`config.mk`:
```
export PLATFORM = sky130hd
export DESIGN_NAME = instr_fetch_unit
export DESIGN_NICKNAME = d
export VERILOG_FILES = /design/src/rtl/mips_pkg.sv /design/src/rtl/next_pc_calc.sv /design/src/rtl/instr_fetch_unit.sv
export SDC_FILE = /design/constraint.sdc
export NUM_CORES = 1
export LEC_CHECK = 0
export CORE_MARGIN = 3
export CORE_UTILIZATION = 55
export CTS_BUF_LIST = sky130_fd_sc_hd__clkbuf_2 sky130_fd_sc_hd__clkbuf_4 sky130_fd_sc_hd__clkbuf_8
export DETAILED_ROUTE_END_ITERATION = 6
export GPL_ROUTABILITY_DRIVEN = 0
export PLACE_DENSITY = 0.89
export SLEW_MARGIN = 20
export SYNTH_ARGS = -nofsm -noshare
export SYNTH_HDL_FRONTEND = slang
export SYNTH_SLANG_ARGS = --single-unit
```
`constraint.sdc`:
```
create_clock -name clk -period 5 [get_ports clk]
set_input_delay 0.5 -clock clk [delete_from_list [all_inputs] [get_ports clk]]
set_output_delay 0.5 -clock clk [all_outputs]
set_load 0.01 [all_outputs]
```
`src/rtl/mips_pkg.sv`:
```
// Shared MIPS definitions: opcodes, fetch state encoding and the supported-opcode check.
// The main control decoder imports the same package.
package mips_pkg;

    localparam logic [5:0] OP_RTYPE = 6'b000000;
    localparam logic [5:0] OP_ORI   = 6'b001101;
    localparam logic [5:0] OP_LW    = 6'b100011;
    localparam logic [5:0] OP_SW    = 6'b101011;
    localparam logic [5:0] OP_BEQ   = 6'b000100;
    localparam logic [5:0] OP_J     = 6'b000010;

    localparam logic [31:0] DEFAULT_RESET_PC = 32'h0000_0000;

    typedef enum logic [1:0] {
        FETCH = 2'd0,
        EXEC  = 2'd1,
        HALT  = 2'd2
    } fetch_state_e;

    function automatic logic is_legal_op(input logic [5:0] op);
        return op inside {OP_RTYPE, OP_ORI, OP_LW, OP_SW, OP_BEQ, OP_J};
    endfunction

endpackage

```
`src/rtl/next_pc_calc.sv`:
```
// Combinational next-PC selection: a jump overrides a taken branch, which overrides pc+4.
module next_pc_calc (
    input  logic [31:0] pc,
    input  logic [31:0] instr,
    input  logic        branch,
    input  logic        jump,
    input  logic        zero,
    output logic [31:0] next_pc
);

    logic [31:0] p4;
    logic [31:0] br_offset;

    always_comb begin
        p4        = pc + 32'd4;
        br_offset = {{14{instr[15]}}, instr[15:0], 2'b00};
        if (jump) begin
            next_pc = {p4[31:28], instr[25:0], 2'b00};
        end else if (branch && zero) begin
            next_pc = p4 + br_offset;
        end else begin
            next_pc = p4;
        end
    end

endmodule

```
`src/rtl/instr_fetch_unit.sv`:
```
// Fetches instruction words over the imem req/ready handshake, holds them for execution
// and advances the PC on retire; an unsupported opcode sets a sticky flag and may halt.
module instr_fetch_unit
    import mips_pkg::*;
#(
    parameter logic [31:0] RESET_PC        = DEFAULT_RESET_PC,
    parameter bit          HALT_ON_ILLEGAL = 1'b1
) (
    input  logic        clk,
    input  logic        reset,
    output logic        imem_req,
    output logic [31:0] imem_addr,
    input  logic        imem_ready,
    input  logic [31:0] imem_rdata,
    output logic [31:0] instr,
    output logic [5:0]  op,
    output logic        instr_valid,
    output logic [31:0] pc,
    input  logic        branch,
    input  logic        jump,
    input  logic        zero,
    input  logic        retire,
    output logic        illegal
);

    fetch_state_e state_q, state_d;
    logic [31:0]  pc_q, pc_d;
    logic [31:0]  instr_q, instr_d;
    logic         illegal_q, illegal_d;
    logic [31:0]  next_pc;

    next_pc_calc u_next_pc_calc (
        .pc      (pc_q),
        .instr   (instr_q),
        .branch  (branch),
        .jump    (jump),
        .zero    (zero),
        .next_pc (next_pc)
    );

    always_ff @(posedge clk or posedge reset) begin
        if (reset) begin
            state_q   <= FETCH;
            pc_q      <= {RESET_PC[31:2], 2'b00};
            instr_q   <= '0;
            illegal_q <= 1'b0;
        end else begin
            state_q   <= state_d;
            pc_q      <= pc_d;
            instr_q   <= instr_d;
            illegal_q <= illegal_d;
        end
    end

    always_comb begin
        state_d   = state_q;
        pc_d      = pc_q;
        instr_d   = instr_q;
        illegal_d = illegal_q;
        unique case (state_q)
            FETCH: begin
                if (imem_ready) begin
                    instr_d = imem_rdata;
                    if (!is_legal_op(imem_rdata[31:26])) begin
                        illegal_d = 1'b1;
                        state_d   = HALT_ON_ILLEGAL ? HALT : EXEC;
                    end else begin
                        state_d = EXEC;
                    end
                end
            end
            EXEC: begin
                if (retire) begin
                    pc_d    = {next_pc[31:2], 2'b00};
                    state_d = FETCH;
                end
            end
            HALT: begin
                state_d = HALT;
            end
            default: begin
                state_d = FETCH;
            end
        endcase
    end

    // Gating with reset drops the request combinationally while reset is held.
    assign imem_req    = (state_q == FETCH) && !reset;
    assign imem_addr   = pc_q;
    assign instr       = instr_q;
    assign op          = instr_q[31:26];
    assign instr_valid = (state_q == EXEC);
    assign pc          = pc_q;
    assign illegal     = illegal_q;

endmodule
```
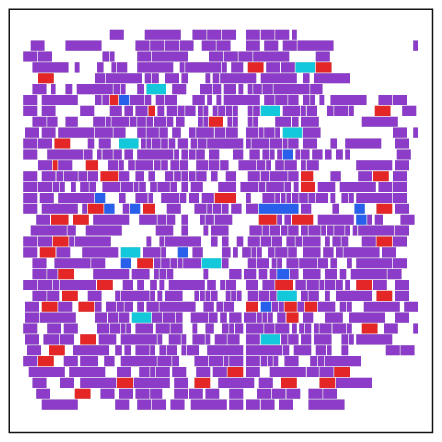
**Above:** run 1 (drive-strength map).
Scale: 4 px per um.
color	size	cells
red	x2	49
cyan	x6 and larger	10
blue	x3 and x4	12
purple	x1 and smaller	649
Area growth, synth to finish: 25.1%
final instance area: 0.00681 mm^2
final worst-path setup slack: 0.989 ns
non-clock buffer total of the final layout: 145

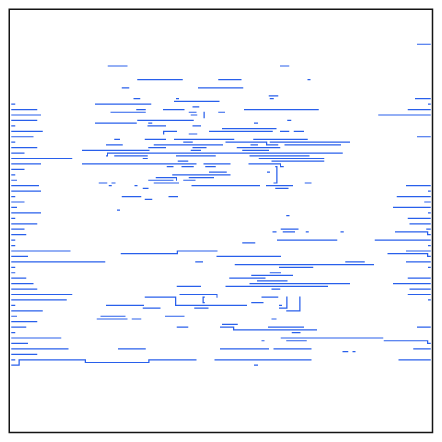
**Above:** run 1 (signal wires on met3).
Scale: 4 px per um.
main direction	horizontal
share of all routed wire	9.5%
wire length on this layer	1,480 um
overall routed net length: 15.7 mm
global routing usage on met3: 5.88%
detailed-route via count: 5,248

==> qor.json, run 1 <==
{
  "status": {"value": "finished, violations left"},
  "violated_checks": {"value": "design-rule violations"},
  "p_leak": {"value": 2.93, "unit": "nW"},
  "ctsRootBufferMaster": {"value": "sky130_fd_sc_hd__clkbuf_8"},
  "p_switching": {"value": 0.792, "unit": "mW"},
  "layout_min_cycle_time": {"value": 4.01, "unit": "ns"},
  "r2r-end": {"value": "imem_addr[31]$_DFFE_PP0P_"},
  "ys_warn_count": {"value": 0},
  "dr.max_layer_used": {"value": "met4"},
  "placed_cells": {"value": 833},
  "row_count": {"value": 35},
  "ioPinCount": {"value": 144},
  "finalHoldViolCount": {"value": 0},
  "area_share_of_the_largest_cell_type_after_synthesis": {"value": 29.9, "unit": "%"},
  "timing.critical_path.slowest_cell_delay": {"value": 0.51, "unit": "ns"},
  "global_route.overflow_total": {"value": 0},
  "p_per_area": {"value": 304, "unit": "mW/mm^2"},
  "hold_path.class": {"value": "reg -> reg"},
  "floorplan.core_area": {"value": 0.00942, "unit": "mm^2"},
  "critPathTopFamily": {"value": "simple AND/OR/NAND/NOR gates"},
  "slew_viol_final": {"value": 0},
  "antenna_left": {"value": 0},
  "clock_tree.htree_level_count": {"value": 3},
  "dp_hpwl": {"value": 11.6, "unit": "mm"},
  "nonClkBufAreaFrac": {"value": 21.1, "unit": "%"},
  "syn-mean-instance-area": {"value": 8.76, "unit": "um^2"},
  "first_global_vias": {"value": 5271},
  "critical_path_fanout_max": {"value": 8},
  "die.size.y": {"value": 105, "unit": "um"},
  "initialDrtViolationCount": {"value": 465},
  "r2r-start": {"value": "imem_addr[4]$_DFFE_PP0P_"},
  "wl_met1": {"value": 6.09, "unit": "mm"},
  "n_antenna_cell": {"value": 0},
  "synth.most_common_cell": {"value": "sky130_fd_sc_hd__dfrtp_1"},
  "synth_top_cell_by_area": {"value": "sky130_fd_sc_hd__dfrtp_1"},
  "ys_async_sr_fraction": {"value": 100, "unit": "%"},
  "timing.critical_path.arrival": {"value": 4.29, "unit": "ns"},
  "groute.usage.overall": {"value": 28.3, "unit": "%"},
  "reg2reg_slack": {"value": 0.99, "unit": "ns"},
  "chipWidth": {"value": 105, "unit": "um"},
  "cts-hold-fix-buffers": {"value": 0},
  "synth-compound-area-share": {"value": 21.5, "unit": "%"},
  "fin_crit_sh": {"value": 80.2, "unit": "%"},
  "reg2regPathDepth": {"value": 16},
  "setup.worst_path.end_class": {"value": "flip-flop"},
  "synth-edff-count": {"value": 0},
  "worstSetupEndpoint": {"value": "imem_addr[31]$_DFFE_PP0P_"},
  "preCtsSetupSlack": {"value": 1.12, "unit": "ns"},
  "area.combinational": {"value": 0.00335, "unit": "mm^2"},
  "p_int": {"value": 1.27, "unit": "mW"},
  "distinct_lib_cells": {"value": 66},
  "clock_area_share": {"value": 2.66, "unit": "%"},
  "p_seq_share": {"value": 34.7, "unit": "%"},
  "setup_viol": {"value": 0},
  "worst_path_max_delay_cell": {"value": "sky130_fd_sc_hd__nor3_2"},
  "grt_start_max_net_pins": {"value": 37},
  "num_tap_cells": {"value": 129},
  "layout.non_clock_inverters": {"value": 15},
  "clk-power": {"value": 0.427, "unit": "mW"},
  "vdd_drop_max": {"value": 199, "unit": "uV"},
  "die_area": {"value": 0.0111, "unit": "mm^2"},
  "share_clk_of_total_power": {"value": 20.7, "unit": "%"},
  "top_logic_kind": {"value": "AND-OR/OR-AND gates"},
  "drtPass1Iterations": {"value": 7},
  "min_delay_path_depth": {"value": 1},
  "max_freq": {"value": 249, "unit": "MHz"},
  "nFillCells": {"value": 702},
  "number_of_logged_tool_warnings": {"value": 33},
  "drc": {"value": 2}
}
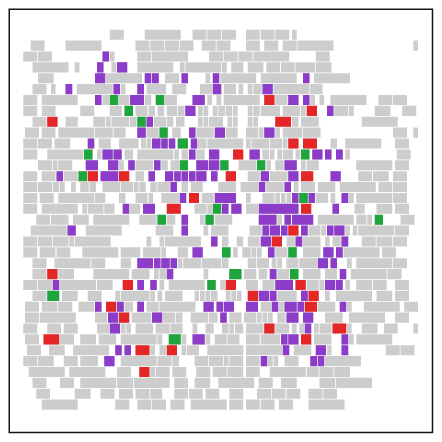
**Above:** run 1 (logic cells by family).
Scale: 4 px per um.
color	family	cells
red	non-inverting ao/oa cells	32
green	and/or cells	24
purple	aoi and oai cells	141

run 1: routing by layer:
| layer | vias to the layer above | track usage (%) |
|---|---|---|
| met5 | - | 0 |
| met4 | 0 | 12.3 |
| met3 | 59 | 5.88 |
| met2 | 328 | 48.4 |
| met1 | 2479 | 34.2 |
| li1 | 2382 | - |
run 1: state kept, by name, indices dropped and copies added, names as in the netlist:
register	count
state_q	2
instr	32
imem_addr	30
illegal	1
run 1: layout by cell type, fill, tap and decap left out, drive strengths merged, types with 15 or more instances in the layout:
master / count
o21ai: 41
dfrtp: 65
nand3: 19
xnor2: 30
clkdlybuf4s50: 139
ha: 37
nand2: 57
mux2: 30
a21o: 22
inv: 15
a21oi: 46
xor2: 22
nor2: 44
--- run 2 (diff from run 1) ---
CORE_UTILIZATION = 46   (was 55)
PLACE_DENSITY = 0.79   (was 0.89)
clock period = 3.2 ns   (was 5 ns; I/O delays follow)
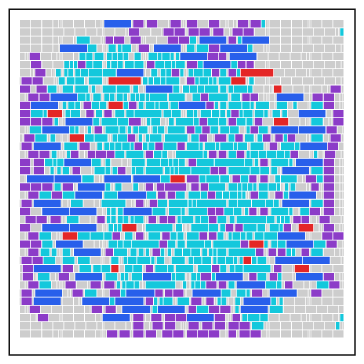
**Above:** run 2 (cells colored by class).
Scale: 3 px per um. Fill, decap, tap and diode cells in gray.
color	class	cells	share of their area
purple	remaining buffers and delay cells	250	28%
red	clock drivers and dummy loads	16	2.9%
blue	registers	65	21%
cyan	remaining logic cells	494	48%
utilization after layout: 71.0%
final instance area: 0.00815 mm^2
area of the core region: 0.0115 mm^2
total number of placement rows: 39
sequential share of cell area: 20.1%

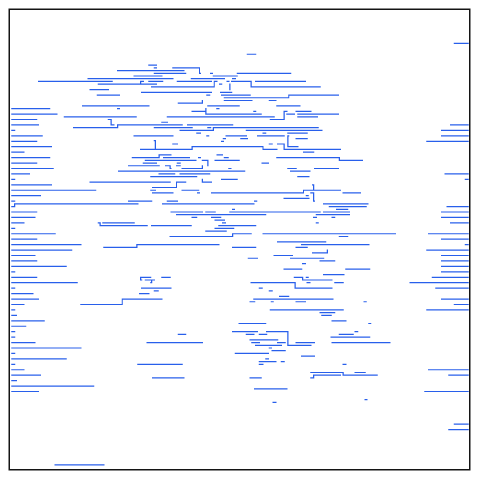
**Above:** run 2 (signal wires on met3).
Scale: 4 px per um.
share of all routed wire	11%
nets with wire on the layer	210
wire length on this layer	2,100 um
longest straight run	33.1 um
main direction	horizontal
detailed-route via count: 5,961
global routing usage on met3: 8.16%
overall routed net length: 19.8 mm

==> qor.json, run 2 <==
{
  "status": {"value": "finished, violations left"},
  "violated_checks": {"value": "negative setup slack"},
  "global_route.overflow_total": {"value": 0, "change": "unchanged"},
  "timing.critical_path.slowest_cell_delay": {"value": 0.38, "unit": "ns", "change": "-0.13 ns"},
  "antenna_left": {"value": 0, "change": "unchanged"},
  "reg2reg_slack": {"value": -0.29, "unit": "ns", "change": "-1.28 ns"},
  "initialDrtViolationCount": {"value": 518, "change": "+11%"},
  "first_global_vias": {"value": 5776, "change": "+9.6%"},
  "p_per_area": {"value": 474, "unit": "mW/mm^2", "change": "+56%"},
  "chipWidth": {"value": 115, "unit": "um", "change": "+8.8%"},
  "placed_cells": {"value": 929, "change": "+12%"},
  "synth.most_common_cell": {"value": "sky130_fd_sc_hd__dfrtp_1"},
  "nFillCells": {"value": 796, "change": "+13%"},
  "most-common-layout-cells": {"value": "139 x sky130_fd_sc_hd__clkdlybuf4s50_1, 107 x sky130_fd_sc_hd__buf_4, 57 x sky130_fd_sc_hd__dfrtp_1, 54 x sky130_fd_sc_hd__nand2_1, 36 x sky130_fd_sc_hd__nor2_1"},
  "worstSetupEndpoint": {"value": "imem_addr[29]$_DFFE_PP0P_"},
  "slew_viol_final": {"value": 0, "change": "unchanged"},
  "distinct_lib_cells": {"value": 66, "change": "unchanged"},
  "critPathTopFamily": {"value": "AND-OR/OR-AND gates"},
  "groute.usage.overall": {"value": 27.8, "unit": "%", "change": "-0.44 points"},
  "grt_peak_use_layer": {"value": "met2"},
  "area_share_of_the_largest_cell_type_after_synthesis": {"value": 29.9, "unit": "%", "change": "unchanged"},
  "timing.final.ws_setup": {"value": -0.289, "unit": "ns", "change": "-1.28 ns"},
  "reg2regPathDepth": {"value": 16, "change": "unchanged"},
  "finalHoldViolCount": {"value": 0, "change": "unchanged"},
  "n_antenna_cell": {"value": 0, "change": "unchanged"},
  "hold_path.class": {"value": "in -> async"},
  "ctsRootBufferMaster": {"value": "sky130_fd_sc_hd__clkbuf_8"},
  "drc": {"value": 0, "change": "-2"},
  "number_of_logged_tool_warnings": {"value": 35, "change": "+6.1%"},
  "dp_hpwl": {"value": 13.2, "unit": "mm", "change": "+14%"},
  "preCtsSetupSlack": {"value": -0.248, "unit": "ns", "change": "-1.37 ns"},
  "die_area": {"value": 0.0132, "unit": "mm^2", "change": "+18%"},
  "ys_async_sr_fraction": {"value": 100, "unit": "%", "change": "unchanged"},
  "critical_path_fanout_max": {"value": 5, "change": "-3"},
  "setup_viol": {"value": 13, "change": "+13"},
  "ys_top_cells_by_area": {"value": "sky130_fd_sc_hd__dfrtp_1 30%, sky130_fd_sc_hd__ha_1 8.5%, sky130_fd_sc_hd__mux2_2 6.2%"},
  "clock_tree.htree_level_count": {"value": 3, "change": "unchanged"},
  "setup.worst_path.end_class": {"value": "flip-flop"},
  "nNonClkBuffers": {"value": 250, "change": "+72%"},
  "fin_crit_sh": {"value": 109, "unit": "%", "change": "+29 points"},
  "area_growth_syn_to_layout": {"value": 49.7, "unit": "%"},
  "dr.max_layer_used": {"value": "met4"},
  "layout_min_cycle_time": {"value": 3.49, "unit": "ns", "change": "-0.522 ns"},
  "ioPinCount": {"value": 144, "change": "unchanged"},
  "layout_top_cell": {"value": "sky130_fd_sc_hd__clkdlybuf4s50_1"},
  "r2r-end": {"value": "imem_addr[29]$_DFFE_PP0P_"},
  "global_route.usage.met1": {"value": 33.5, "unit": "%", "change": "-0.65 points"},
  "max_freq": {"value": 287, "unit": "MHz", "change": "+15%"},
  "met3RoutedLength": {"value": 2.10, "unit": "mm"},
  "largest_reg_flops": {"value": 32, "change": "unchanged"},
  "synth_top_cell_by_area": {"value": "sky130_fd_sc_hd__dfrtp_1"},
  "layout.non_clock_inverters": {"value": 15, "change": "unchanged"},
  "p_leak": {"value": 3.58, "unit": "nW", "change": "+22%"},
  "nonClkBufAreaFrac": {"value": 27.6, "unit": "%", "change": "+6.5 points"},
  "die.size.y": {"value": 115, "unit": "um", "change": "+8.8%"},
  "area.combinational": {"value": 0.00379, "unit": "mm^2", "change": "+13%"},
  "drtPass1Iterations": {"value": 5, "change": "-2"},
  "clock_area_share": {"value": 2.87, "unit": "%", "change": "+0.21 points"},
  "worst_path_max_delay_cell": {"value": "sky130_fd_sc_hd__ha_1"},
  "grt_start_max_net_pins": {"value": 37, "change": "unchanged"},
  "timing.critical_path.arrival": {"value": 3.73, "unit": "ns", "change": "-0.56 ns"},
  "ys_warn_count": {"value": 0, "change": "unchanged"}
}
run 2: what timing repair did:
action,4_1_cts,5_1_grt
setup endpoints to repair,15,18
hold buffers,0,0
gates resized,27,53
buffers inserted,7,17
pin swaps,12,41
run 2: report_power, final:
part           switching (mW)  internal [mW]
sequential              0.152          0.945
combinational           0.926          0.993
clock                   0.353          0.490
run 2: kinds of logic (layout without fill, tap and decap cells):
| logic type | after synthesis | count (layout) | share of synthesized area, % |
|---|---|---|---|
| AOI/OAI and AO/OA | 173 | 173 | 21.5 |
| xor gates and xnor gates | 52 | 52 | 8.37 |
| muxes | 32 | 32 | 6.58 |
| and+or+nand+nor | 180 | 180 | 15.8 |
| other | 1 | 4 | 0.0689 |
| buffers and inverters | 80 | 281 | 8.90 |
| DFF | 65 | 65 | 29.9 |
| adders and majority gates | 38 | 38 | 8.88 |
No activity file was given, so power comes from the tool's default toggle rates.
